### src/rtl/rifl_axis_frame_limiter_if.sv
`default_nettype none
//------------------------------------------------------------------------------
// Module  : rifl_axis_frame_limiter_if
// Brief   : AXI-Stream bundle (tdata/tkeep/tlast/tvalid/tready) for the limiter.
// Revision: 1.0 - initial release
//------------------------------------------------------------------------------
interface rifl_axis_frame_limiter_if #(
    parameter int DWIDTH = 32
);
    logic [DWIDTH-1:0]   tdata;
    logic [DWIDTH/8-1:0] tkeep;
    logic                tlast;
    logic                tvalid;
    logic                tready;

    modport master (output tdata, output tkeep, output tlast, output tvalid, input  tready);
    modport slave  (input  tdata, input  tkeep, input  tlast, input  tvalid, output tready);
endinterface
`default_nettype wire

### src/rtl/rifl_axis_frame_limiter.sv
`default_nettype none
//------------------------------------------------------------------------------
// Module  : rifl_axis_frame_limiter
// Brief   : Caps AXI-Stream frames at MAX_BEATS beats (split or truncate), with a
//           registered output stage and skid buffer. Optional statistics counters
//           are enabled with RIFL_FRAME_LIMITER_STATS_EN.
// Revision: 1.0 - initial release
//------------------------------------------------------------------------------
module rifl_axis_frame_limiter #(
    parameter int DWIDTH      = 32,
    parameter int MAX_BEATS   = 16,
    parameter int DROP_EXCESS = 0
) (
    input  wire logic                  clk,
    input  wire logic                  rst_n,
    rifl_axis_frame_limiter_if.slave   s_axis,
    rifl_axis_frame_limiter_if.master  m_axis,
    output logic                       trunc_pulse
`ifdef RIFL_FRAME_LIMITER_STATS_EN
    ,
    output logic [31:0]                frame_cnt,
    output logic [31:0]                trunc_cnt
`endif
);

    localparam int              c_CW    = $clog2(MAX_BEATS + 1);
    localparam int              c_KW    = DWIDTH / 8;
    localparam logic [c_CW-1:0] c_LIMIT = c_CW'(MAX_BEATS - 1);

    typedef enum logic [0:0] {
        ST_PASS = 1'b0,
        ST_DROP = 1'b1
    } state_t;

    state_t            r_state;
    state_t            w_state_nxt;
    logic [c_CW-1:0]   r_beat_cnt;
    logic [c_CW-1:0]   w_beat_cnt_nxt;
    logic              w_trunc;
    logic              r_trunc_pulse;

    logic              r_main_valid;
    logic [DWIDTH-1:0] r_main_data;
    logic [c_KW-1:0]   r_main_keep;
    logic              r_main_last;
    logic              r_skid_valid;
    logic [DWIDTH-1:0] r_skid_data;
    logic [c_KW-1:0]   r_skid_keep;
    logic              r_skid_last;

    logic              w_accept;
    logic              w_fwd;
    logic              w_fwd_last;
    logic              w_out_xfer;

    // Ready depends only on registers; DROP swallows beats so it never stalls.
    assign s_axis.tready = (r_state == ST_DROP) | ~r_skid_valid;
    assign w_accept      = s_axis.tvalid & s_axis.tready;
    assign w_fwd         = w_accept & (r_state == ST_PASS);
    assign w_fwd_last    = s_axis.tlast | (r_beat_cnt == c_LIMIT);
    assign w_out_xfer    = r_main_valid & m_axis.tready;

    always_ff @(posedge clk) begin
        if (!rst_n) begin
            r_state       <= ST_PASS;
            r_beat_cnt    <= '0;
            r_trunc_pulse <= 1'b0;
        end else begin
            r_state       <= w_state_nxt;
            r_beat_cnt    <= w_beat_cnt_nxt;
            r_trunc_pulse <= w_trunc;
        end
    end

    always_comb begin
        w_state_nxt    = r_state;
        w_beat_cnt_nxt = r_beat_cnt;
        w_trunc        = 1'b0;
        case (r_state)
            ST_PASS: begin
                if (w_fwd) begin
                    if (s_axis.tlast) begin
                        w_beat_cnt_nxt = '0;
                    end else if (r_beat_cnt == c_LIMIT) begin
                        w_beat_cnt_nxt = '0;
                        w_trunc        = 1'b1;
                        if (DROP_EXCESS != 0) begin
                            w_state_nxt = ST_DROP;
                        end
                    end else begin
                        w_beat_cnt_nxt = r_beat_cnt + c_CW'(1);
                    end
                end
            end
            ST_DROP: begin
                if (w_accept && s_axis.tlast) begin
                    w_state_nxt = ST_PASS;
                end
            end
            default: begin
                w_state_nxt    = ST_PASS;
                w_beat_cnt_nxt = '0;
            end
        endcase
    end

    // Main refills from skid first so beat order is preserved after a stall.
    always_ff @(posedge clk) begin
        if (!rst_n) begin
            r_main_valid <= 1'b0;
            r_main_data  <= '0;
            r_main_keep  <= '0;
            r_main_last  <= 1'b0;
            r_skid_valid <= 1'b0;
            r_skid_data  <= '0;
            r_skid_keep  <= '0;
            r_skid_last  <= 1'b0;
        end else if (!r_main_valid || w_out_xfer) begin
            if (r_skid_valid) begin
                r_main_valid <= 1'b1;
                r_main_data  <= r_skid_data;
                r_main_keep  <= r_skid_keep;
                r_main_last  <= r_skid_last;
                r_skid_valid <= 1'b0;
            end else if (w_fwd) begin
                r_main_valid <= 1'b1;
                r_main_data  <= s_axis.tdata;
                r_main_keep  <= s_axis.tkeep;
                r_main_last  <= w_fwd_last;
            end else begin
                r_main_valid <= 1'b0;
            end
        end else if (w_fwd) begin
            r_skid_valid <= 1'b1;
            r_skid_data  <= s_axis.tdata;
            r_skid_keep  <= s_axis.tkeep;
            r_skid_last  <= w_fwd_last;
        end
    end

    assign m_axis.tvalid = r_main_valid;
    assign m_axis.tdata  = r_main_data;
    assign m_axis.tkeep  = r_main_keep;
    assign m_axis.tlast  = r_main_last;
    assign trunc_pulse   = r_trunc_pulse;

`ifdef RIFL_FRAME_LIMITER_STATS_EN
    logic [31:0] r_frame_cnt;
    logic [31:0] r_trunc_cnt;

    always_ff @(posedge clk) begin
        if (!rst_n) begin
            r_frame_cnt <= '0;
            r_trunc_cnt <= '0;
        end else begin
            if (w_out_xfer && r_main_last && !(&r_frame_cnt)) begin
                r_frame_cnt <= r_frame_cnt + 32'd1;
            end
            if (w_trunc && !(&r_trunc_cnt)) begin
                r_trunc_cnt <= r_trunc_cnt + 32'd1;
            end
        end
    end

    assign frame_cnt = r_frame_cnt;
    assign trunc_cnt = r_trunc_cnt;
`endif

endmodule
`default_nettype wire

### src/flat_wrapper.sv
// flat-port wrapper written by rule: the top's interface ports become plain ports
module rifl_axis_frame_limiter_flat 
#(
    parameter int DWIDTH      = 32,
    parameter int MAX_BEATS   = 16,
    parameter int DROP_EXCESS = 0
)
  (clk, rst_n, trunc_pulse, s_axis_tdata, s_axis_tkeep, s_axis_tlast, s_axis_tvalid, s_axis_tready, m_axis_tdata, m_axis_tkeep, m_axis_tlast, m_axis_tvalid, m_axis_tready);
  rifl_axis_frame_limiter_if #(.DWIDTH(DWIDTH)) s_axis_i ();
  rifl_axis_frame_limiter_if #(.DWIDTH(DWIDTH)) m_axis_i ();
  input  wire logic clk;
  input  wire logic rst_n;
  output logic trunc_pulse;
  input wire logic [$bits(s_axis_i.tdata)-1:0] s_axis_tdata;
  input wire logic [$bits(s_axis_i.tkeep)-1:0] s_axis_tkeep;
  input wire logic [$bits(s_axis_i.tlast)-1:0] s_axis_tlast;
  input wire logic [$bits(s_axis_i.tvalid)-1:0] s_axis_tvalid;
  output wire logic [$bits(s_axis_i.tready)-1:0] s_axis_tready;
  output wire logic [$bits(m_axis_i.tdata)-1:0] m_axis_tdata;
  output wire logic [$bits(m_axis_i.tkeep)-1:0] m_axis_tkeep;
  output wire logic [$bits(m_axis_i.tlast)-1:0] m_axis_tlast;
  output wire logic [$bits(m_axis_i.tvalid)-1:0] m_axis_tvalid;
  input wire logic [$bits(m_axis_i.tready)-1:0] m_axis_tready;
  assign s_axis_i.tdata = s_axis_tdata;
  assign s_axis_i.tkeep = s_axis_tkeep;
  assign s_axis_i.tlast = s_axis_tlast;
  assign s_axis_i.tvalid = s_axis_tvalid;
  assign s_axis_tready = s_axis_i.tready;
  assign m_axis_tdata = m_axis_i.tdata;
  assign m_axis_tkeep = m_axis_i.tkeep;
  assign m_axis_tlast = m_axis_i.tlast;
  assign m_axis_tvalid = m_axis_i.tvalid;
  assign m_axis_i.tready = m_axis_tready;
  rifl_axis_frame_limiter #(.DWIDTH(DWIDTH), .MAX_BEATS(MAX_BEATS), .DROP_EXCESS(DROP_EXCESS)) u_core (.clk(clk), .rst_n(rst_n), .s_axis(s_axis_i), .m_axis(m_axis_i), .trunc_pulse(trunc_pulse));
endmodule
### config.mk
export PLATFORM = sky130hd
export DESIGN_NAME = rifl_axis_frame_limiter_flat
export DESIGN_NICKNAME = d
export VERILOG_FILES = /design/src/rtl/rifl_axis_frame_limiter_if.sv /design/src/rtl/rifl_axis_frame_limiter.sv /design/src/flat_wrapper.sv
export SDC_FILE = /design/constraint.sdc
export NUM_CORES = 1
export LEC_CHECK = 0
export CORE_MARGIN = 4
export CORE_UTILIZATION = 50
export DETAILED_ROUTE_END_ITERATION = 8
export GPL_TIMING_DRIVEN = 0
export PLACE_DENSITY = 0.77
export REMOVE_ABC_BUFFERS = 1
export SETUP_SLACK_MARGIN = 0.15
export SLEW_MARGIN = 20
export SYNTH_ARGS = -nofsm -noshare
export SYNTH_HDL_FRONTEND = slang
export SYNTH_SLANG_ARGS = --single-unit
export TNS_END_PERCENT = 1
### constraint.sdc
create_clock -name clk -period 1.8 [get_ports clk]
set_clock_uncertainty 0.1 [all_clocks]
set_input_delay 0.36 -clock clk [delete_from_list [all_inputs] [get_ports clk]]
set_output_delay 0.36 -clock clk [all_outputs]
set_load 0.01 [all_outputs]
==> images/final_clocks.png <==
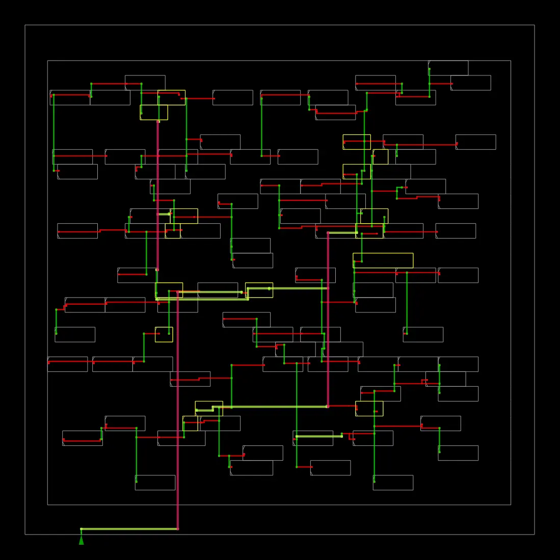
clock sinks: 83
registers: 83

==> images/clock_map.png <==
Drawn at 6 px/µm.
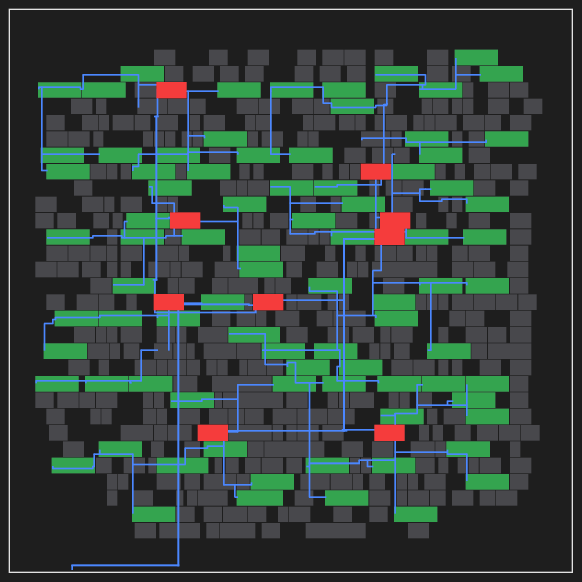
legend:
  green:
    item: flip-flops
    count: 83
  red:
    item: cells driving clock nets
    count: 9
  blue:
    item: clock wires
    length: 987 µm
routed clock nets: 10
clk ins delay skew pair: 0.35 ns
Clk network pwr share: 0.349
Clk power: 1.41 mW

==> images/cell_classes.png <==
Drawn at 4 px/µm. Fill, decap, tap and diode cells in gray.
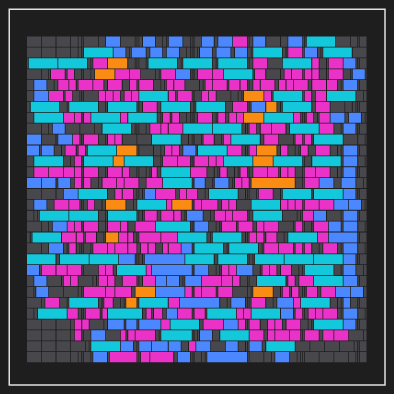
legend:
  cyan:
    class: flops
    cells: 83
  magenta:
    class: all other logic
    cells: 264
  orange:
    class: clock drivers and dummy loads
    cells: 16
  blue:
    class: other buffers and delay cells
    cells: 100
final core occ: 0.715
design area: 0.00496 mm²
fraction of area in registers: 0.337

==> images/met2.png <==
Drawn at 4 px/µm.
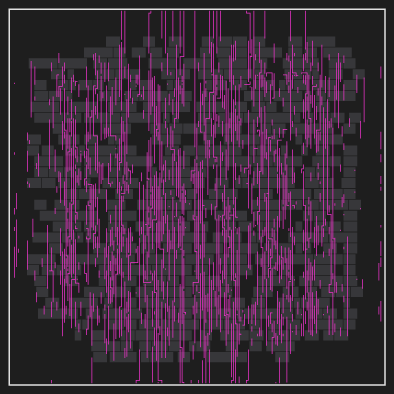
longest straight run: 34.3 µm
wire length on this layer: 4880 µm
share of all routed wire: 48%
DR vias: 3424
drt total wl: 10200 µm
met2 Use GR: 0.385

==> images/pins.png <==
Drawn at 3 px/µm. Pins as bars across the die edge, other pins in gray.
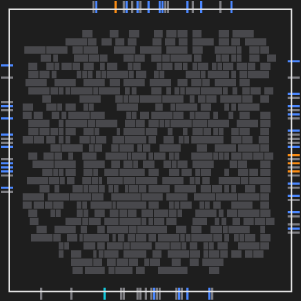
legend:
  blue:
    port: `m_axis_tdata`
    pins: 32
    direction: output
    edge: 10 right, 9 left, 9 top, 4 bottom
  orange:
    port: `s_axis_tkeep`
    pins: 4
    direction: input
    edge: 3 right, 1 top
  cyan:
    port: `m_axis_tlast`
    pins: 1
    direction: output
    edge: bottom

==> run summary <==
flow finished, numbers: outcome=finished, final reports clean, register area share after synthesis=0.454, placed cells=530, combinational share of power=0.163, Die Wd=between 90 and 100 µm, top layer in use=met4, Switch Pwr=1.07 mW, first-pass GRT wire length=between 15000 and 20000 µm, Reg power frac=0.488, CP bufs+invs=1, Die H=roughly 94 µm, maxcap violations=0, M1 wire length=roughly 4500 µm, Top area cell types=dfxtp_1, o211a_1, mux2i_1, core box area=a little under 0.007 mm², Yosys Instances=392, worst reg2reg startpoint=u_core.r_skid_valid$_SDFFE_PP0P_, unrepaired setup endpoints after global routing=true, fin cells=about 560, met3 WL=653 µm, Syn Inst Count=~390, Root Driver=clkbuf_8, CP max-delay cell=clkdlybuf4s50_1, Area Growth Syn to Fin=35.5%
==> repair_timing <==
action                                  in CTS  in global routing
hold endpoints to repair                     0                  0
pin swaps                                   33                  4
resized                                     62                  8
hold buffers                                 0                  0
endpoints found under the setup margin     121                 61
buffers inserted                             9                  2
gates cloned                                 2                  0
==> worst max-delay path by stage <==
stage,end,start,cells after the start,slack (ns)
after detailed placement,u_core.r_beat_cnt[2]$_SDFFE_PN0P_,s_axis_tvalid,4,-0.90
after global routing,u_core.r_beat_cnt[2]$_SDFFE_PN0P_,u_core.r_skid_valid$_SDFFE_PP0P_,4,0.03
after global placement,u_core.r_skid_last$_SDFFE_PN0P_,u_core.r_skid_valid$_SDFFE_PP0P_,3,-4.50
final,m_axis_tvalid,u_core.m_axis.tvalid$_SDFFE_PN0P_,1,0.08
after floorplan,u_core.r_beat_cnt[3]$_SDFFE_PN0P_,u_core.r_skid_valid$_SDFFE_PP0P_,3,-2.41
after CTS,m_axis_tvalid,u_core.m_axis.tvalid$_SDFFE_PN0P_,1,0.06
==> synth_stat cells <==
master      n
dfxtp_1    83
a21oi_1    42
nand3_1    38
o211a_1    37
o21ai_0    37
mux2i_1    36
o211ai_1   36
clkbuf_1   34
buf_1       6
buf_2       6
nand2_1     5
nand2b_1    4
nor3_1      4
nor2_1      3
a31oi_1     2
nor2b_1     2
nor4b_1     2
or4b_1      2
a211o_1     1
a211oi_1    1
and4b_1     1
clkbuf_2    1
clkinv_1    1
ha_1        1
inv_1       1
nor3b_1     1
nor4_1      1
o2111ai_1   1
o22ai_1     1
or3b_1      1
or4_1       1
==> through the flow <==
step	power, mW	instance area, µm²	setup TNS (ns)	hold WS, ns	setup slack (ns)
floorplan	2.30	3480	-186.61	0.313	-2.41
global placement	2.64	4400	-341.35	0.324	-4.50
detailed placement	2.69	4600	-36.57	0.338	-0.899
CTS	4.06	4920	0	0.294	0.0585
global route	4.21	4960	0	0.316	0.0346
finish	4.05	4960	0	0.310	0.0774
==> power by group through the flow <==
stage | Combinational [mW] | Sequential, mW | Clock, mW
final | 0.659 | 1.98 | 1.41
after global routing | 0.713 | 1.99 | 1.50
after CTS | 0.657 | 1.98 | 1.43
after detailed placement | 0.663 | 2.03 | 0
after global placement | 0.606 | 2.03 | 0
after floorplan | 0.240 | 2.06 | 0
==> cell usage in the layout, fill, tap and decap left out, types with 4 or more instances in the layout <==
master	count
o211ai_1	36
a21oi_1	38
nor3_1	4
nand2_1	5
buf_16	4
dfxtp_1	80
o21ai_0	34
nand3_1	38
buf_6	7
dlygate4sd2_1	41
o211a_1	37
mux2i_1	36
clkbuf_8	11
clkdlybuf4s50_1	38
buf_4	6
==> cell families (layout without fill, tap and decap cells) <==
group,after synthesis,after routing,share of synthesized area
AOI/OAI and AO/OA,158,158,0.295
DFF,83,83,0.454
and+or+nand+nor,65,67,0.0970
buffers and inverters,49,118,0.0526
muxes,36,36,0.0984
adders and majority gates,1,1,0.00342
==> layout make-up <==
cell class	instances	area share
clock buffer	11	0.0305
clock inverter	5	0.0124
inverter	2	0.00252
multi-input combinational	262	0.386
sequential	83	0.337
tap	96	0.0242
timing repair buffer	100	0.208
Power is estimated from default activity; no workload was simulated.
